### Cell sizes after repair

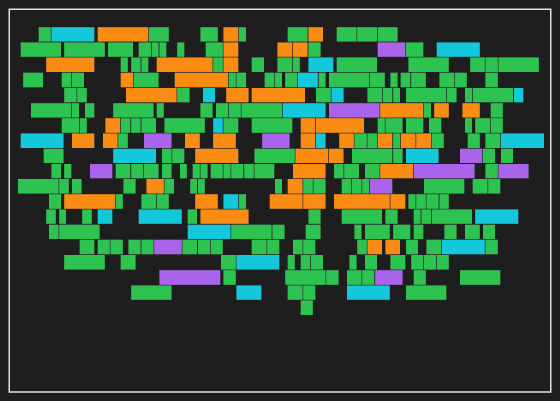
### Cell area per tile

Bar = 20 µm. The die is cut into 10 by 7 equal tiles; dark blue is low, red is high, 0 to 100% covered.
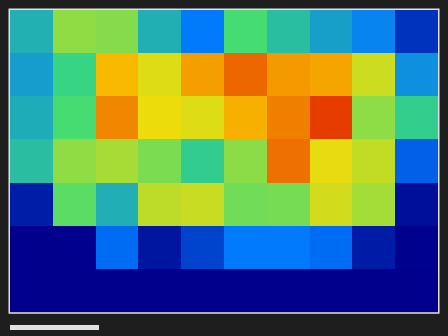
### config.mk
export PLATFORM = sky130hd
export DESIGN_NAME = button_event_decoder
export DESIGN_NICKNAME = d
export VERILOG_FILES = /design/src/rtl/button_event_decoder_pkg.sv /design/src/rtl/button_event_decoder.sv
export SDC_FILE = /design/constraint.sdc
export NUM_CORES = 1
export LEC_CHECK = 0
export CORE_ASPECT_RATIO = 0.7
export CORE_UTILIZATION = 35
export DETAILED_ROUTE_END_ITERATION = 16
export GPL_ROUTABILITY_DRIVEN = 0
export GPL_TIMING_DRIVEN = 0
export SLEW_MARGIN = 20
export SYNTH_ARGS = -nofsm -noshare
export SYNTH_HDL_FRONTEND = slang
export SYNTH_SLANG_ARGS = --single-unit
### constraint.sdc
create_clock -name clk -period 2.3 [get_ports clk]
set_clock_uncertainty 0.15 [all_clocks]
set_input_delay 0.46 -clock clk [delete_from_list [all_inputs] [get_ports clk]]
set_output_delay 0.46 -clock clk [all_outputs]
set_load 0.005 [all_outputs]
### src/rtl/button_event_decoder_pkg.sv
// Shared definitions for the button event decoder: state encoding,
// counter width and default timing for a 50 MHz board clock.
package button_event_decoder_pkg;

    typedef enum logic [1:0] {
        IDLE      = 2'd0,
        PRESSED   = 2'd1,
        LONG_HELD = 2'd2
    } state_t;

    localparam int unsigned CNT_W = 32;

    // 1 s long-press threshold and 200 ms repeat period at 50 MHz
    localparam int unsigned DEFAULT_LONG_PRESS_CYCLES = 50000000;
    localparam int unsigned DEFAULT_REPEAT_CYCLES     = 10000000;

endpackage

### src/rtl/button_event_decoder.sv
// Turns a debounced button level into registered one-cycle event pulses
// (press, release, long-press, auto-repeat) plus a held level.
module button_event_decoder
    import button_event_decoder_pkg::*;
#(
    parameter int unsigned LONG_PRESS_CYCLES = DEFAULT_LONG_PRESS_CYCLES,
    parameter int unsigned REPEAT_CYCLES     = DEFAULT_REPEAT_CYCLES
) (
    input  logic clk,
    input  logic reset,
    input  logic button_in,
    output logic press_pulse,
    output logic release_pulse,
    output logic long_press_pulse,
    output logic repeat_pulse,
    output logic held
);

    localparam logic [CNT_W-1:0] LP_LAST  = CNT_W'(LONG_PRESS_CYCLES - 1);
    localparam bit               REP_EN   = (REPEAT_CYCLES != 0);
    localparam logic [CNT_W-1:0] REP_LAST = REP_EN ? CNT_W'(REPEAT_CYCLES - 1) : '0;

    state_t           r_state;
    logic [CNT_W-1:0] r_cnt;

    state_t           w_state_next;
    logic [CNT_W-1:0] w_cnt_next;
    logic             w_press;
    logic             w_release;
    logic             w_long;
    logic             w_repeat;
    logic             w_held;

    // Next-state, counter and event decode; release always wins over a threshold
    always_comb begin
        w_state_next = r_state;
        w_cnt_next   = r_cnt;
        w_press      = 1'b0;
        w_release    = 1'b0;
        w_long       = 1'b0;
        w_repeat     = 1'b0;
        unique case (r_state)
            IDLE: begin
                if (button_in) begin
                    w_state_next = PRESSED;
                    w_cnt_next   = '0;
                    w_press      = 1'b1;
                end
            end
            PRESSED: begin
                if (!button_in) begin
                    w_state_next = IDLE;
                    w_cnt_next   = '0;
                    w_release    = 1'b1;
                end else if (r_cnt == LP_LAST) begin
                    w_state_next = LONG_HELD;
                    w_cnt_next   = '0;
                    w_long       = 1'b1;
                end else begin
                    w_cnt_next   = r_cnt + 1'b1;
                end
            end
            LONG_HELD: begin
                if (!button_in) begin
                    w_state_next = IDLE;
                    w_cnt_next   = '0;
                    w_release    = 1'b1;
                end else if (REP_EN && (r_cnt == REP_LAST)) begin
                    w_cnt_next   = '0;
                    w_repeat     = 1'b1;
                end else if (r_cnt != '1) begin
                    // Only reachable at all-ones when repeat is disabled; saturate there
                    w_cnt_next   = r_cnt + 1'b1;
                end
            end
            default: begin
                w_state_next = IDLE;
                w_cnt_next   = '0;
            end
        endcase
        w_held = (w_state_next != IDLE);
    end

    // State, counter and registered outputs; synchronous reset has priority
    always_ff @(posedge clk) begin
        if (reset) begin
            r_state          <= IDLE;
            r_cnt            <= '0;
            press_pulse      <= 1'b0;
            release_pulse    <= 1'b0;
            long_press_pulse <= 1'b0;
            repeat_pulse     <= 1'b0;
            held             <= 1'b0;
        end else begin
            r_state          <= w_state_next;
            r_cnt            <= w_cnt_next;
            press_pulse      <= w_press;
            release_pulse    <= w_release;
            long_press_pulse <= w_long;
            repeat_pulse     <= w_repeat;
            held             <= w_held;
        end
    end

endmodule

==> notes.md <==
impl run done, here's what came out: clk root buf clkbuf_8, GRT overflow 0, top cells by count dfxtp_1, a31oi_1, o31ai_1, and2_1, nand2_1, register share after synthesis 35.5%, worst setup path start r_cnt[18], WP data arrival 2330 ps, Tot GR Track Use 18.9%, Sequential Power Share 46.0%, xor/xnor share 0%, placed cell count 336, met2 Usage GRT 26.3%, Num CTS Buffers 5, # setup viols final 0, status finished, final reports clean, Max Buffers Root-to-Sink 2, WS Path Type register to register, adder share 3.30%, met1 Usage GRT 28.1%, Worst Hold Class register to register, Post-CTS Setup Bufs 4, maximum level of the CTS H-tree 2, Top Layer Used met4, net switching power 324 µW, worst setup path end held, Sw Share between 20% and 30%, Yosys cell types 49, PwrDens roughly 520 mW/mm², Least-Margin Pin Slew approximately 470 ps, die width 96.7 µm, DR vias 2071, Sink Count 39, Cell Int Power 1.16 mW, r2r startpoint r_cnt[18], Post-synth top flop dfxtp_1, CP max stage cell dfxtp_2, Syn Std Cell Area roughly 0.0022 mm², M3 GR Usage 4.39%, YS chip area 0.00220 mm², Routed Antenna Nets 0, Top Ports 8, Top Consumer the clock network
-- 'Cell sizes after repair' (at the start) --
Green marks drive 1 or less, cells 205, share 72%. Orange marks drive 3 to 4, cells 45, share 16%. Cyan marks drive 2, cells 23, share 8.1%. Purple marks drive 6 and up, cells 12, share 4.2%.
area grow syn2layout: 29.6%
post-route cell area: 0.00285 mm²
worst setup margin: 68.1 ps
Non-clk bufs: 37

-- 'Cell area per tile' (at the start) --
The mean over all tiles is 42%. The fullest tile reaches 93%. 14% of the tiles are over 75% full. The emptiest ninth of the die: lower left.
final core occ: 48.3%
FP Core Util: 37.2%
Core Region: 0.00590 mm²

area by class of cell:
| class | count | area (µm²) | area share [%] |
|---|---|---|---|
| repair buffers | 24 | 213 | 7.47 |
| clock inverters | 2 | 60.1 | 2.11 |
| inverters | 9 | 36.3 | 1.27 |
| plain buffers | 13 | 105 | 3.69 |
| well taps | 75 | 93.8 | 3.30 |
| flip-flops and latches | 39 | 800 | 28.1 |
| multi-input cells | 192 | 1470 | 51.5 |
| clock buffers | 6 | 72.6 | 2.55 |
state kept, by name (all words and copies together) (netlist names):
name,flops
held,1
long_press_pulse,1
press_pulse,1
r_cnt,32
r_state,2
release_pulse,1
repeat_pulse,1
Power is estimated from default activity; no workload was simulated.
